**config.mk**
```make
export PLATFORM = sky130hd
export DESIGN_NAME = gb_pulse_ctrl
export DESIGN_NICKNAME = d
export VERILOG_FILES = /design/src/rtl/gb_pulse_ctrl.sv
export SDC_FILE = /design/constraint.sdc
export NUM_CORES = 1
export LEC_CHECK = 0
export ABC_AREA = 1
export CAP_MARGIN = 20
export CORE_MARGIN = 3
export CORE_UTILIZATION = 35
export CTS_BUF_LIST = sky130_fd_sc_hd__clkbuf_8
export CTS_CLUSTER_DIAMETER = 30
export DETAILED_ROUTE_END_ITERATION = 8
export SLEW_MARGIN = 20
export SYNTH_ARGS = -nofsm -noshare
export SYNTH_HDL_FRONTEND = slang
export SYNTH_SLANG_ARGS = --single-unit
```
**constraint.sdc**
```tcl
create_clock -name clk -period 1.8 [get_ports clk]
set_input_delay 0.36 -clock clk [delete_from_list [all_inputs] [get_ports clk]]
set_output_delay 0.36 -clock clk [all_outputs]
set_load 0.005 [all_outputs]
```
**src/rtl/gb_pulse_ctrl.sv**
```systemverilog
// ============================================================================
// gb_pulse_ctrl
// ----------------------------------------------------------------------------
// Register front-end and frame sequencer for one APU pulse channel.
//
// The block decodes CPU writes to the channel's NR10..NR14 registers and to
// the APU power register (NR52). It holds the decoded fields and drives them
// to the pulse channel. It also generates:
//   * a one-cycle start trigger whenever NR14 is written with bit 7 set;
//   * the length / sweep / volume-envelope tick strobes, from an 8-step
//     frame sequencer that advances once every FS_DIV clock cycles.
//
// Parameters
//   FS_DIV              clk cycles per frame-sequencer step (>= 2)
//
// Ports
//   clk                 system clock
//   reset               asynchronous, active-low reset
//   wr_en               CPU write strobe
//   addr[2:0]           0=NR10 1=NR11 2=NR12 3=NR13 4=NR14 5=NR52, 6-7 unused
//   wr_data[7:0]        CPU write data
//   rd_data[7:0]        combinational read-back for addr (unused bits read 1)
//   ch_enable           channel enable status, reflected in NR52 bit 0
//   apu_on              power state (NR52 bit 7)
//   sweep_time[2:0]     NR10[6:4]
//   sweep_decreasing    NR10[3]
//   num_sweep_shifts    NR10[2:0]
//   wave_duty[1:0]      NR11[7:6]
//   length[5:0]         NR11[5:0]
//   initial_volume[3:0] NR12[7:4]
//   envelope_increasing NR12[3]
//   num_envelope_sweeps NR12[2:0]
//   frequency[10:0]     {NR14[2:0], NR13[7:0]}
//   single              NR14[6], length enable
//   start               one-cycle channel trigger
//   clk_length_ctr      one-cycle length counter tick (steps 0,2,4,6)
//   clk_vol_env         one-cycle volume envelope tick (step 7)
//   clk_sweep           one-cycle frequency sweep tick (steps 2,6)
// ============================================================================
module gb_pulse_ctrl #(
    parameter int FS_DIV = 8192
) (
    input  logic        clk,
    input  logic        reset,
    input  logic        wr_en,
    input  logic [2:0]  addr,
    input  logic [7:0]  wr_data,
    output logic [7:0]  rd_data,
    input  logic        ch_enable,
    output logic        apu_on,
    output logic [2:0]  sweep_time,
    output logic        sweep_decreasing,
    output logic [2:0]  num_sweep_shifts,
    output logic [1:0]  wave_duty,
    output logic [5:0]  length,
    output logic [3:0]  initial_volume,
    output logic        envelope_increasing,
    output logic [2:0]  num_envelope_sweeps,
    output logic [10:0] frequency,
    output logic        single,
    output logic        start,
    output logic        clk_length_ctr,
    output logic        clk_vol_env,
    output logic        clk_sweep
);

    localparam int PRESC_W = (FS_DIV > 1) ? $clog2(FS_DIV) : 1;
    localparam logic [PRESC_W-1:0] PRESC_LAST = PRESC_W'(FS_DIV - 1);
    localparam logic [PRESC_W-1:0] PRESC_ONE  = PRESC_W'(1);

    localparam logic [2:0] ADDR_NR10 = 3'd0;
    localparam logic [2:0] ADDR_NR11 = 3'd1;
    localparam logic [2:0] ADDR_NR12 = 3'd2;
    localparam logic [2:0] ADDR_NR13 = 3'd3;
    localparam logic [2:0] ADDR_NR14 = 3'd4;
    localparam logic [2:0] ADDR_NR52 = 3'd5;

    localparam logic [2:0] STEP_SWEEP_A = 3'd2;
    localparam logic [2:0] STEP_SWEEP_B = 3'd6;
    localparam logic [2:0] STEP_ENV     = 3'd7;

    // ------------------------------------------------------------------------
    // State registers
    // ------------------------------------------------------------------------
    logic               apuOn_q,         apuOn_d;
    logic [6:0]         nr10_q,          nr10_d;
    logic [1:0]         duty_q,          duty_d;
    logic [5:0]         length_q,        length_d;
    logic [7:0]         nr12_q,          nr12_d;
    logic [7:0]         freqLo_q,        freqLo_d;
    logic [2:0]         freqHi_q,        freqHi_d;
    logic               single_q,        single_d;
    logic               start_q,         start_d;
    logic [PRESC_W-1:0] presc_q,         presc_d;
    logic [2:0]         step_q,          step_d;
    logic               lengthTick_q,    lengthTick_d;
    logic               sweepTick_q,     sweepTick_d;
    logic               envTick_q,       envTick_d;

    logic cfgWrite;
    logic powerWrite;
    logic powerOff;
    logic seqWrap;

    // Config registers only accept writes while powered; NR52 is always
    // writable so the APU can be switched back on.
    assign cfgWrite   = wr_en && apuOn_q;
    assign powerWrite = wr_en && (addr == ADDR_NR52);
    assign powerOff   = powerWrite && !wr_data[7];
    assign seqWrap    = apuOn_q && (presc_q == PRESC_LAST);

    // ------------------------------------------------------------------------
    // Next-state logic. The power-off branch comes last so that it overrides
    // any field write, sequencer advance or strobe computed on the same edge.
    // ------------------------------------------------------------------------
    always_comb begin
        apuOn_d      = apuOn_q;
        nr10_d       = nr10_q;
        duty_d       = duty_q;
        length_d     = length_q;
        nr12_d       = nr12_q;
        freqLo_d     = freqLo_q;
        freqHi_d     = freqHi_q;
        single_d     = single_q;
        start_d      = 1'b0;
        presc_d      = presc_q;
        step_d       = step_q;
        lengthTick_d = 1'b0;
        sweepTick_d  = 1'b0;
        envTick_d    = 1'b0;

        if (cfgWrite) begin
            case (addr)
                ADDR_NR10: nr10_d = wr_data[6:0];
                ADDR_NR11: begin
                    duty_d   = wr_data[7:6];
                    length_d = wr_data[5:0];
                end
                ADDR_NR12: nr12_d   = wr_data;
                ADDR_NR13: freqLo_d = wr_data;
                ADDR_NR14: begin
                    freqHi_d = wr_data[2:0];
                    single_d = wr_data[6];
                    start_d  = wr_data[7];
                end
                default: ;
            endcase
        end

        // The strobes are decoded from the step value before it advances, so
        // the tick for step s appears in the cycle after the wrap edge.
        if (apuOn_q) begin
            if (seqWrap) begin
                presc_d      = '0;
                step_d       = step_q + 3'd1;
                lengthTick_d = !step_q[0];
                sweepTick_d  = (step_q == STEP_SWEEP_A) || (step_q == STEP_SWEEP_B);
                envTick_d    = (step_q == STEP_ENV);
            end else begin
                presc_d = presc_q + PRESC_ONE;
            end
        end

        if (powerWrite) begin
            apuOn_d = wr_data[7];
        end

        if (powerOff) begin
            nr10_d       = '0;
            duty_d       = '0;
            length_d     = '0;
            nr12_d       = '0;
            freqLo_d     = '0;
            freqHi_d     = '0;
            single_d     = 1'b0;
            start_d      = 1'b0;
            presc_d      = '0;
            step_d       = '0;
            lengthTick_d = 1'b0;
            sweepTick_d  = 1'b0;
            envTick_d    = 1'b0;
        end
    end

    // ------------------------------------------------------------------------
    // Register update. Reset leaves the APU powered on with the sequencer at
    // its origin, so the first length tick follows FS_DIV cycles later.
    // ------------------------------------------------------------------------
    always_ff @(posedge clk or negedge reset) begin
        if (!reset) begin
            apuOn_q      <= 1'b1;
            nr10_q       <= '0;
            duty_q       <= '0;
            length_q     <= '0;
            nr12_q       <= '0;
            freqLo_q     <= '0;
            freqHi_q     <= '0;
            single_q     <= 1'b0;
            start_q      <= 1'b0;
            presc_q      <= '0;
            step_q       <= '0;
            lengthTick_q <= 1'b0;
            sweepTick_q  <= 1'b0;
            envTick_q    <= 1'b0;
        end else begin
            apuOn_q      <= apuOn_d;
            nr10_q       <= nr10_d;
            duty_q       <= duty_d;
            length_q     <= length_d;
            nr12_q       <= nr12_d;
            freqLo_q     <= freqLo_d;
            freqHi_q     <= freqHi_d;
            single_q     <= single_d;
            start_q      <= start_d;
            presc_q      <= presc_d;
            step_q       <= step_d;
            lengthTick_q <= lengthTick_d;
            sweepTick_q  <= sweepTick_d;
            envTick_q    <= envTick_d;
        end
    end

    // ------------------------------------------------------------------------
    // Read-back mux. Bits that are write-only or unimplemented read as 1.
    // ------------------------------------------------------------------------
    always_comb begin
        rd_data = 8'hFF;
        case (addr)
            ADDR_NR10: rd_data = {1'b1, nr10_q};
            ADDR_NR11: rd_data = {duty_q, 6'h3F};
            ADDR_NR12: rd_data = nr12_q;
            ADDR_NR13: rd_data = 8'hFF;
            ADDR_NR14: rd_data = {1'b1, single_q, 6'h3F};
            ADDR_NR52: rd_data = {apuOn_q, 3'b111, 3'b000, ch_enable};
            default:   rd_data = 8'hFF;
        endcase
    end

    assign apu_on              = apuOn_q;
    assign sweep_time          = nr10_q[6:4];
    assign sweep_decreasing    = nr10_q[3];
    assign num_sweep_shifts    = nr10_q[2:0];
    assign wave_duty           = duty_q;
    assign length              = length_q;
    assign initial_volume      = nr12_q[7:4];
    assign envelope_increasing = nr12_q[3];
    assign num_envelope_sweeps = nr12_q[2:0];
    assign frequency           = {freqHi_q, freqLo_q};
    assign single              = single_q;
    assign start               = start_q;
    assign clk_length_ctr      = lengthTick_q;
    assign clk_vol_env         = envTick_q;
    assign clk_sweep           = sweepTick_q;

endmodule
```
==> results.txt <==
yosys + openroad results -> Worst Setup Start Kind=register, total die size=8660 sq um, initial drt markers=96, crit end category=output port, largest net degree at the start of global routing=24, kind of critical path=register to output port, Final Hold Fails=0, Worst-Margin Slew=0.419 ns, CTS root buf=clkbuf_8, worst path arrival time=1.34 ns, top cells by area=dfrtp_1 (52%), nand2_1 (13%), nand3_1 (4.7%), Crit. Startpoint=apu_on$_DFFE_PN1N_, worst min path class=primary input to register, CTS clock-pin slew for the worst setup and hold paths=0.10 ns, Syn Area/Cell=8.14 sq um, Die H=93.1 microns, yosys aoi share=0.101, Synth flops=56, Synth logic family=simple AND/OR/NAND/NOR gates, GP Congestion=0.831, post-synth top area cell=dfrtp_1, status=finished clean, Slew headroom=0.720, final worst slack=0.0982 ns, CTS tree=done, post-synthesis simple-gate area fraction=0.275, hold path start=addr[1], first-pass GRT wire length=11.4 mm, TritonCTS buffer count=5, Ports=63, gr ovfl total=0, register name with the most flops=presc_q, fp_density=0.364, RSZ-0062 raised after global routing=false, Mux area share=0, number of enable flip-flop cells=0, Clock Skews=0.00765 ns, pre-CTS setup slack=-0.705 ns, Post-DP Area=3580 sq um, DP HPWL=5.16 mm, Synth Area in Adders=0.0189, H-tree levels=2, Clock Tree Buf Depth=2, DRC violations left=0, worst endpoint required time=1.44 ns, post-route cell area=3720 sq um, combinational power share=0.296, Hold WS=0.449 ns, routed length per instance=13.3 microns, Top Layout Cells=nand2_1 (92), dfrtp_1 (55), clkdlybuf4s50_1 (49), inv_1 (30), Net Sw Power=1.09 mW, number of port buffers=62, most numerous cell in the Yosys netlist=nand2_1, top cells by count, synth=nand2_1 (95), dfrtp_1 (55), inv_1 (33), final core occ=0.510, clk sinks=56, RR Startpoint=apu_on$_DFFE_PN1N_, max frequency=588 MHz, Post-Route Setup TNS=0 ns, final WL=6.87 mm, fin crit period=1.70 ns, Syn Nets=345, vias per std cell=4.74, chip width=93.1 microns, # setup viols final=0, gr usage total=0.166, most used logic cell in the final layout=nand2_1, Synth async-reset ratio=1.00, total number of vias=2453, vias in the first global route=2303, Sw Ratio=0.314, XOR-XNOR Cells, Area Fraction=0.00330, antenna cells=0, Largest register FFs=13, Regs by FF count=presc_q x13, freqLo_q x8, nr12_q x8, Pre-antenna DRT Iters=4, Syn Inst Count=326, leak pwr=1.78 nW, Clk Latency, worst-skew pair=0.31 ns, crit path max fanout=3, antenna violations before repair=0, internal power=2.37 mW, Distinct cells, synth=26, core area=7290 sq um, clock network power share=0.209, ys flop type=dfrtp_1, Log Warnings=27
==> worst paths after layout <==
kind | endpoint | slack (ns) | cells past startpoint
max reg2reg | freqLo_q[4]$_DFFE_PN0P_ | 0.17 | 7
min in group asynchronous | start$_DFF_PN0_ | 0.51 | 2
min | start$_DFF_PN0_ | 0.45 | 5
max | rd_data[7] | 0.1 | 3
min reg2reg | clk_length_ctr$_DFF_PN0_ | 0.47 | 1
max in group asynchronous | nr10_q[0]$_DFFE_PN0P_ | 0.69 | 3
==> power groups by stage <==
stage	Combinational [mW]	Sequential [mW]	Clock (mW)
after floorplan	0.412	1.71	0
after global placement	1.02	1.74	0
after detailed placement	1.04	1.74	0
after CTS	1.04	1.72	0.767
after global routing	1.16	1.76	0.818
final	1.03	1.72	0.724
==> worst max-delay path, cell delays in order (launching register included) <==
cell	delay, ns
dfstp_2	0.55
inv_1	0.07
o211ai_1	0.18
clkdlybuf4s15_1	0.23
==> routing by layer <==
metal  wire [microns]  vias to the layer above  share of wire  GRT usage
li1                 -                     1239              -          -
met1             3370                     1145           0.49      0.235
met2             3130                       63           0.46      0.259
met3              322                        6          0.047     0.0362
met4               53                        0         0.0077     0.0403
met5                0                        -              0          0
==> cell type report <==
class / instances / area, sq um
clock buffer: 5 / 68.8
sequential: 56 / 1400
fill: 736 / 3570
inverter: 35 / 134
multi-input combinational: 226 / 1090
clock inverter: 3 / 27.5
timing repair buffer: 93 / 867
tap: 99 / 124
==> what timing repair did <==
action / in CTS / in global routing
setup endpoints to repair: 17 / 16
buffers inserted: 2 / 0
cloned: 0 / 0
pin swaps: 3 / 3
endpoints found under the hold margin: 13 / 0
gates resized: 37 / 8
hold buffers: 1 / 0
Fig. 1: met1 routing
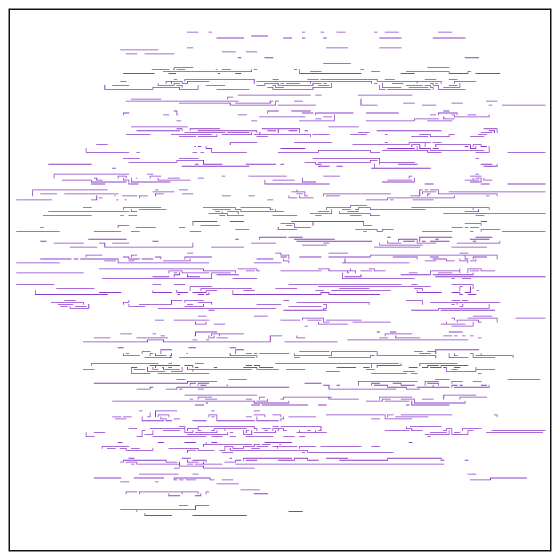
nets with wire on the layer: 391
longest straight run: 35.9 microns
main direction: horizontal
share of all routed wire: 49%

Fig. 2: cell placement
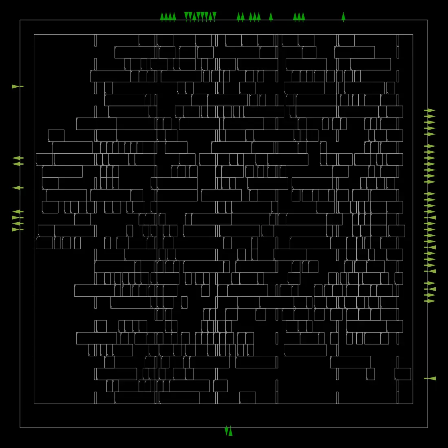
Layout Cells excl Fill: 517
Rows: 31
# Taps: 99

Fig. 3: cell density map
The die is cut into 9 by 9 equal tiles; white is low, dark blue is high, 0 to 100% covered.
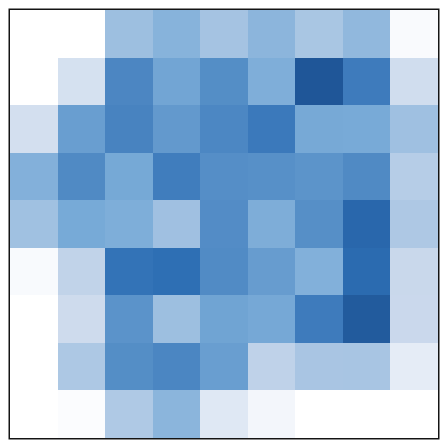
fullest tile: 85%
nearly empty tiles: 12%
mean over tiles: 42%
densest ninth of the die: middle

Fig. 4: sequential cells grouped by signal name
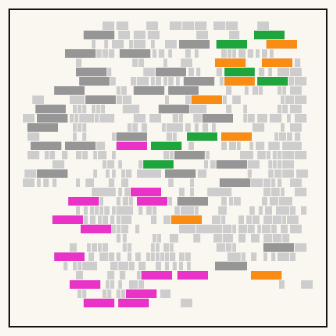
| color | signal | sequential cells |
|---|---|---|
| green | nr10_q | 7 |
| orange | nr12_q | 8 |
| magenta | presc_q | 13 |
not colored: 28

Power figures rest on the tool's default switching activity, not on a simulated workload.
